<file path="config.mk">
export PLATFORM = sky130hd
export DESIGN_NAME = display_scheduler_flat
export DESIGN_NICKNAME = d
export VERILOG_FILES = /design/src/rtl/display_pkg.sv /design/src/rtl/display_scheduler_if.sv /design/src/rtl/scan_tick.sv /design/src/rtl/display_scheduler.sv /design/src/flat_wrapper.sv
export SDC_FILE = /design/constraint.sdc
export NUM_CORES = 1
export LEC_CHECK = 0
export CAP_MARGIN = 20
export CORE_ASPECT_RATIO = 0.5
export CORE_MARGIN = 2
export CORE_UTILIZATION = 35
export CTS_BUF_LIST = sky130_fd_sc_hd__clkbuf_4
export DETAILED_ROUTE_END_ITERATION = 7
export PLACE_DENSITY = 0.56
export SLEW_MARGIN = 20
export SYNTH_ARGS = -nofsm -noshare
export SYNTH_HDL_FRONTEND = slang
export SYNTH_SLANG_ARGS = --single-unit
</file>
<file path="constraint.sdc">
create_clock -name clk -period 3.3 [get_ports clk]
set_input_delay 0.495 -clock clk [delete_from_list [all_inputs] [get_ports clk]]
set_output_delay 0.495 -clock clk [all_outputs]
set_load 0.03 [all_outputs]
</file>
<file path="src/rtl/display_pkg.sv">
// Shared constants, scan state type and digit lane helpers for the 4-digit display scheduler.
package display_pkg;

  localparam logic [1:0] GNT_STATUS = 2'd0;
  localparam logic [1:0] GNT_MENU   = 2'd1;
  localparam logic [1:0] GNT_ALERT  = 2'd2;

  localparam logic [7:0] SEG_BLANK = 8'hFF;
  localparam logic [3:0] AN_OFF    = 4'hF;

  typedef enum logic {
    S_BLANK,
    S_SHOW
  } scan_state_e;

  // Digit n takes byte lane n of a 32-bit frame; digit0 is the low byte.
  function automatic logic [7:0] digit_lane(input logic [31:0] frame, input logic [1:0] digit);
    return frame[8*digit +: 8];
  endfunction

  function automatic logic [3:0] digit_an(input logic [1:0] digit);
    return ~(4'b0001 << digit);
  endfunction

endpackage

</file>
<file path="src/rtl/display_scheduler_if.sv">
// Frame sources on one side, alert status and the board an/seg pins on the other.
interface display_scheduler_if;

  logic [31:0] stat_frame;
  logic        menu_req;
  logic [31:0] menu_frame;
  logic        alert_req;
  logic [31:0] alert_frame;
  logic        alert_busy;
  logic [1:0]  grant;
  logic        frame_start;
  logic [3:0]  an;
  logic [7:0]  seg;

  modport master (
    output stat_frame, menu_req, menu_frame, alert_req, alert_frame,
    input  alert_busy, grant, frame_start, an, seg
  );

  modport slave (
    input  stat_frame, menu_req, menu_frame, alert_req, alert_frame,
    output alert_busy, grant, frame_start, an, seg
  );

endinterface

</file>
<file path="src/rtl/scan_tick.sv">
// Digit-slot prescaler: tick on the last cycle of each slot, blank_done on the last blank cycle.
module scan_tick #(
  parameter int unsigned CLK_DIV   = 200000,
  parameter int unsigned BLANK_CYC = 1000
) (
  input  logic clk,
  input  logic rst_n,
  output logic tick,
  output logic blank_done
);

  localparam int unsigned PW = (CLK_DIV > 1) ? $clog2(CLK_DIV) : 1;
  localparam int unsigned BW = $clog2(BLANK_CYC + 1);
  localparam logic [PW-1:0] PRE_LAST   = PW'(CLK_DIV - 1);
  localparam logic [BW-1:0] BLANK_END  = BW'(BLANK_CYC);
  localparam logic [BW-1:0] BLANK_LAST = BW'(BLANK_CYC - 1);

  logic [PW-1:0] pre_q, pre_d;
  logic [BW-1:0] blank_q, blank_d;

  assign tick       = (pre_q == PRE_LAST);
  assign blank_done = (blank_q == BLANK_LAST);

  // The blank counter parks at BLANK_END so the display stays dark until the first tick.
  always_comb begin
    pre_d   = tick ? '0 : pre_q + 1'b1;
    blank_d = blank_q;
    if (tick) begin
      blank_d = '0;
    end else if (blank_q != BLANK_END) begin
      blank_d = blank_q + 1'b1;
    end
  end

  always_ff @(posedge clk or negedge rst_n) begin
    if (!rst_n) begin
      pre_q   <= '0;
      blank_q <= BLANK_END;
    end else begin
      pre_q   <= pre_d;
      blank_q <= blank_d;
    end
  end

endmodule

</file>
<file path="src/rtl/display_scheduler.sv">
// Arbitrates alert/menu/status frames onto a scanned 4-digit 7-segment display, switching
// content only at frame boundaries and blanking the start of each digit slot.
module display_scheduler
  import display_pkg::*;
#(
  parameter int unsigned CLK_DIV     = 200000,
  parameter int unsigned BLANK_CYC   = 1000,
  parameter int unsigned HOLD_FRAMES = 125
) (
  input logic                clk,
  input logic                rst_n,
  display_scheduler_if.slave bus
);

  localparam int unsigned HW = (HOLD_FRAMES > 1) ? $clog2(HOLD_FRAMES) : 1;
  localparam logic [HW-1:0] HOLD_INIT = HW'(HOLD_FRAMES - 1);

  logic tick, blank_done, boundary;

  scan_state_e   state_q, state_d;
  logic [1:0]    digit_q, digit_d;
  logic [31:0]   snap_q, snap_d;
  logic [31:0]   latch_q, latch_d;
  logic          pend_q, pend_d;
  logic [HW-1:0] hold_q, hold_d;
  logic [1:0]    grant_q, grant_d;
  logic          fs_q, fs_d;
  logic [3:0]    an_q, an_d;
  logic [7:0]    seg_q, seg_d;

  scan_tick #(
    .CLK_DIV   (CLK_DIV),
    .BLANK_CYC (BLANK_CYC)
  ) u_scan_tick (
    .clk        (clk),
    .rst_n      (rst_n),
    .tick       (tick),
    .blank_done (blank_done)
  );

  assign boundary = tick && (digit_q == 2'd3);

  always_comb begin
    state_d = state_q;
    digit_d = digit_q;
    snap_d  = snap_q;
    latch_d = latch_q;
    pend_d  = pend_q;
    hold_d  = hold_q;
    grant_d = grant_q;
    fs_d    = boundary;

    if (tick) begin
      digit_d = digit_q + 2'd1;
      state_d = S_BLANK;
    end else if (state_q == S_BLANK && blank_done) begin
      state_d = S_SHOW;
    end

    if (boundary) begin
      if (pend_q) begin
        grant_d = GNT_ALERT;
        snap_d  = latch_q;
        hold_d  = HOLD_INIT;
        pend_d  = 1'b0;
      end else if (hold_q != '0) begin
        grant_d = GNT_ALERT;
        hold_d  = hold_q - 1'b1;
      end else if (bus.menu_req) begin
        grant_d = GNT_MENU;
        snap_d  = bus.menu_frame;
      end else begin
        grant_d = GNT_STATUS;
        snap_d  = bus.stat_frame;
      end
    end

    // A pulse in a boundary cycle is kept pending for the following boundary.
    if (bus.alert_req) begin
      pend_d  = 1'b1;
      latch_d = bus.alert_frame;
    end

    // Outputs follow the next state so an/seg change on the same edge as the scan FSM.
    unique case (state_d)
      S_SHOW: begin
        an_d  = digit_an(digit_d);
        seg_d = digit_lane(snap_d, digit_d);
      end
      default: begin
        an_d  = AN_OFF;
        seg_d = SEG_BLANK;
      end
    endcase
  end

  always_ff @(posedge clk or negedge rst_n) begin
    if (!rst_n) begin
      state_q <= S_BLANK;
      digit_q <= 2'd3;
      snap_q  <= 32'hFFFF_FFFF;
      latch_q <= 32'hFFFF_FFFF;
      pend_q  <= 1'b0;
      hold_q  <= '0;
      grant_q <= GNT_STATUS;
      fs_q    <= 1'b0;
      an_q    <= AN_OFF;
      seg_q   <= SEG_BLANK;
    end else begin
      state_q <= state_d;
      digit_q <= digit_d;
      snap_q  <= snap_d;
      latch_q <= latch_d;
      pend_q  <= pend_d;
      hold_q  <= hold_d;
      grant_q <= grant_d;
      fs_q    <= fs_d;
      an_q    <= an_d;
      seg_q   <= seg_d;
    end
  end

  assign bus.an          = an_q;
  assign bus.seg         = seg_q;
  assign bus.grant       = grant_q;
  assign bus.frame_start = fs_q;
  assign bus.alert_busy  = pend_q | (hold_q != '0) | (grant_q == GNT_ALERT);

endmodule

</file>
<file path="src/flat_wrapper.sv">
// flat-port wrapper written by rule: the top's interface ports become plain ports
module display_scheduler_flat import display_pkg::*;
#(
  parameter int unsigned CLK_DIV     = 200000,
  parameter int unsigned BLANK_CYC   = 1000,
  parameter int unsigned HOLD_FRAMES = 125
)
  (clk, rst_n, bus_stat_frame, bus_menu_req, bus_menu_frame, bus_alert_req, bus_alert_frame, bus_alert_busy, bus_grant, bus_frame_start, bus_an, bus_seg);
  display_scheduler_if bus_i ();
  input logic clk;
  input logic rst_n;
  input wire logic [$bits(bus_i.stat_frame)-1:0] bus_stat_frame;
  input wire logic [$bits(bus_i.menu_req)-1:0] bus_menu_req;
  input wire logic [$bits(bus_i.menu_frame)-1:0] bus_menu_frame;
  input wire logic [$bits(bus_i.alert_req)-1:0] bus_alert_req;
  input wire logic [$bits(bus_i.alert_frame)-1:0] bus_alert_frame;
  output wire logic [$bits(bus_i.alert_busy)-1:0] bus_alert_busy;
  output wire logic [$bits(bus_i.grant)-1:0] bus_grant;
  output wire logic [$bits(bus_i.frame_start)-1:0] bus_frame_start;
  output wire logic [$bits(bus_i.an)-1:0] bus_an;
  output wire logic [$bits(bus_i.seg)-1:0] bus_seg;
  assign bus_i.stat_frame = bus_stat_frame;
  assign bus_i.menu_req = bus_menu_req;
  assign bus_i.menu_frame = bus_menu_frame;
  assign bus_i.alert_req = bus_alert_req;
  assign bus_i.alert_frame = bus_alert_frame;
  assign bus_alert_busy = bus_i.alert_busy;
  assign bus_grant = bus_i.grant;
  assign bus_frame_start = bus_i.frame_start;
  assign bus_an = bus_i.an;
  assign bus_seg = bus_i.seg;
  display_scheduler #(.CLK_DIV(CLK_DIV), .BLANK_CYC(BLANK_CYC), .HOLD_FRAMES(HOLD_FRAMES)) u_core (.clk(clk), .rst_n(rst_n), .bus(bus_i));
endmodule
</file>
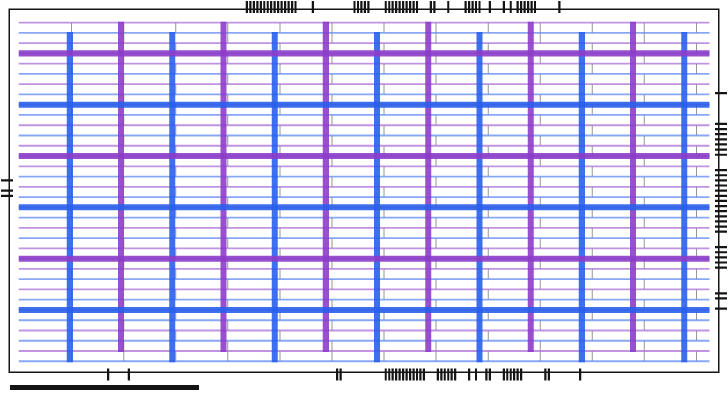
run_1/power_grid.png
Scale bar: 50 um. Pins as bars on the die edge. Tap cells in grey.
legend:
  purple:
    net: VDD
  blue:
    net: VSS
signal pins: 116
met1 rails: 34

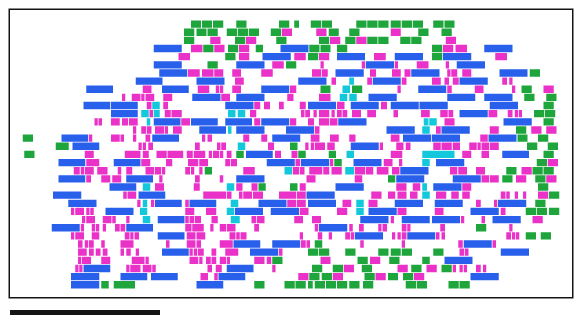
run_1/placement_by_type.png
Scale bar: 50 um.
legend:
  green:
    class: remaining buffers and delay cells
    cells: 128
  blue:
    class: sequential cells
    cells: 118
  cyan:
    class: clock drivers and dummy loads
    cells: 32
  magenta:
    class: combinational and other logic
    cells: 398

==> flow_summary.yaml, run 1 <==
# generated from flow reports
synth:
  synth.logic.top_family: "simple AND/OR/NAND/NOR gates"
  yosys_area_mm2: 0.005902
  yosysMostFrequentCell: "dfstp_2"
  synth-main-ff-cell: "dfstp_2"
  synthSimpleGateAreaFrac_pct: 15.50
  yosysWarnings: 0
  edf_count: 0
  ys_seq_share_pct: 51.81
  top_area_share_pct: 37.40
final_layout:
  sh_seq_area_pct: 40.60
  nClkBuffers: 18
  top_regs: "u_core.latch_q: 32 flops, u_core.snap_q: 32 flops, u_core.u_scan_tick.pre_q: 18 flops"
  comb_share_pct: 34.09
  clk_share_pct: 3.273
  nets: 769
  fin_cells: 903
clock_network:
  cts_buffers: 17
  clock-sinks: 118
  cts_tree: "yes"
final_timing:
  drv_slew: 0
  setup_ws_ns: 0.4786
  timing.final.crit_share_pct: 85.50
place:
  gp_congestion: 0.8268
pwr:
  p_seq_share_pct: 56.3
  p_switching_uw: 683.9
  p_int_mw: 2.057
  power_switching_share_pct: 24.95
  p_clk_uw: 932
grt:
  grt_usage_pct: 17.67
routing:
  totalWireLength_mm: 15.05
  drcViolationCount: 0
  drt-pass1-iter-count: 4
floorplan:
  die_area_mm2: 0.01798
critical_path:
  endpoint: "bus_alert_busy"
  cp.arrival_ns: 2.33
  cp.depth: 4
status:
  outcome: "complete, no violations"
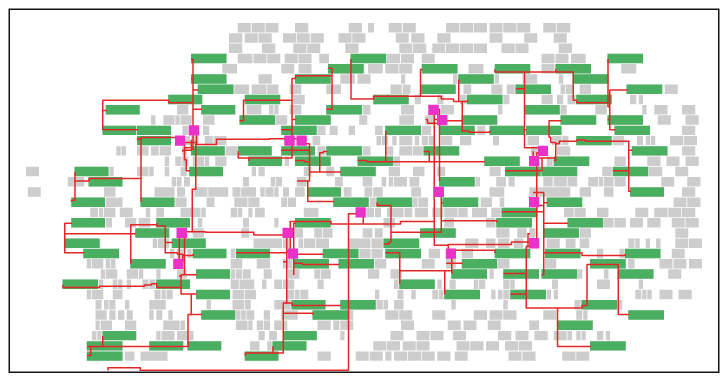
run_1/clk_routes.png
legend:
  magenta:
    item: clock drivers
    count: 17
  red:
    item: clock wires
    length: 1,550 um
  green:
    item: flip-flops
    count: 118
routed clock nets: 18

--- run 2 (diff from run 1) ---
--- a/config.mk
+++ b/config.mk
@@ -11,6 +11,7 @@
 export CORE_UTILIZATION = 35
 export CTS_BUF_LIST = sky130_fd_sc_hd__clkbuf_4
 export DETAILED_ROUTE_END_ITERATION = 7
+export HOLD_SLACK_MARGIN = 0.02
 export PLACE_DENSITY = 0.56
 export SLEW_MARGIN = 20
 export SYNTH_ARGS = -nofsm -noshare
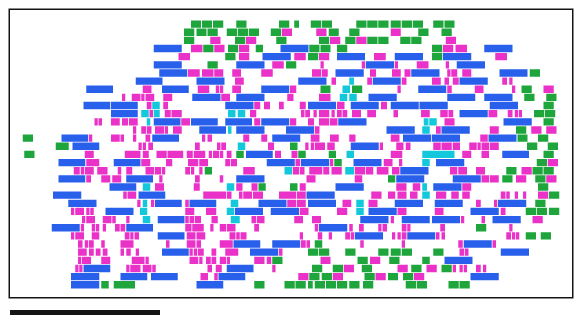
run_2/placement_by_type.png
Scale bar: 50 um.
legend:
  cyan:
    class: clock drivers and dummy loads
    cells: 32
  green:
    class: remaining buffers and delay cells
    cells: 128
  blue:
    class: sequential cells
    cells: 118
  magenta:
    class: combinational and other logic
    cells: 398

==> run 2 against run 1 <==
Against the previous run:
- total power unchanged
- sequential share of layout area unchanged
- clock power about the same
- clock skew unchanged
- register-to-register slack about the same
- fmax unchanged
==> flow_summary.yaml, run 2 <==
# generated from flow reports
place:
  portBuffers: 115
  gp_congestion: 0.8268
  pre_cts_ws_ns: 0.5214
final_layout:
  sh_seq_area_pct: 40.60
  most-common-layout-cells: "clkdlybuf4s50_1, dfstp_2, nand2_1, mux2i_1, nor2_1"
  antenna_cells: 0
  buffers: 128
  lay_top_count: "clkdlybuf4s50_1"
  logic_area_mm2: 0.002567
  largestClassByArea: "sequential cells"
  synthToLayoutAreaGrowth_pct: 27.60
  nClkBuffers: 18
  comb_share_pct: 34.09
  fin_cells: 903
  nets: 769
  top_regs: "u_core.latch_q: 32 flops, u_core.snap_q: 32 flops, u_core.u_scan_tick.pre_q: 18 flops"
  nonClkBufAreaFrac_pct: 16.61
  clk_share_pct: 3.273
routing:
  drt-pass1-iter-count: 4
  wl_per_cell_um: 16.67
  drcViolationCount: 0
  totalWireLength_mm: 15.05
flow_run:
  warnings: 28
  maxCapViolations: 0
synth:
  yosysMostFrequentCell: "dfstp_2"
  yosys_area_mm2: 0.005902
  yosysTopAreaCell: "dfstp_2"
  synthSimpleGateAreaFrac_pct: 15.50
  mux_area_share_pct: 9.985
  synthXorXnorAreaFrac_pct: 4.452
  ys_seq_share_pct: 51.81
  syn_inst: 546
  synth.logic.top_family: "simple AND/OR/NAND/NOR gates"
  yosysWarnings: 0
  synthAdderAreaFrac_pct: 1.272
  top_area_share_pct: 37.40
  edf_count: 0
  synth-main-ff-cell: "dfstp_2"
  yosysCellCount: 546
critical_path:
  endpoint: "bus_alert_busy"
  startpoint: "u_core.hold_q[3]$_DFFE_PN0P_"
  path_buffers: 1
  required_ns: 2.80
  cp.arrival_ns: 2.33
  cp.depth: 4
  critical_path_class: "flop to output pin"
  r2r-start: "u_core.u_scan_tick.pre_q[7]$_DFF_PN0_"
grt:
  grt_overflow: 0
  grt_usage_pct: 17.67
  grt_use_met2_pct: 27.44
  first_global_vias: 4446
  grt_start_max_net_pins: 61
  grt_use_met1_pct: 25.18
final_timing:
  drv_slew: 0
  setup_ws_ns: 0.4786
  slew_headroom_pct: 42.16
  finalClockSkew_ns: 0.02158
  timing.final.crit_share_pct: 85.50
  holdWs_ns: 0.04173
  fin_tns_setup_ns: 0
pwr:
  power_leader: "sequential cells"
  p_seq_share_pct: 56.3
  p_clk_uw: 932
  p_switching_uw: 683.9
  p_int_mw: 2.057
  power_switching_share_pct: 24.95
floorplan:
  die_area_mm2: 0.01798
  fp.dieW_um: 187.6
  fp_util_pct: 35.91
clock_network:
  clkTransAtPathRegs_ns: 0.12
  cts_buffers: 17
  clock-sinks: 118
  cts_root_buffer: "clkbuf_4"
  cts_tree: "yes"
status:
  outcome: "complete, no violations"
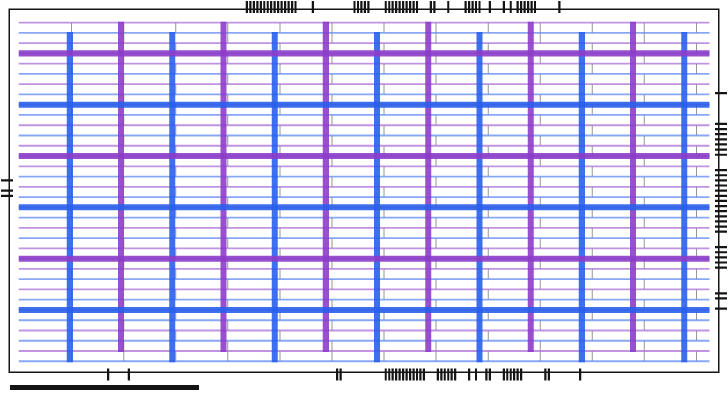
run_2/power_grid.png
Scale bar: 50 um. Pins as bars on the die edge. Tap cells in grey.
legend:
  purple:
    net: VDD
  blue:
    net: VSS
tap cells: 227
met4 straps: 13
signal pins: 116

Power figures rest on the tool's default switching activity, not on a simulated workload.
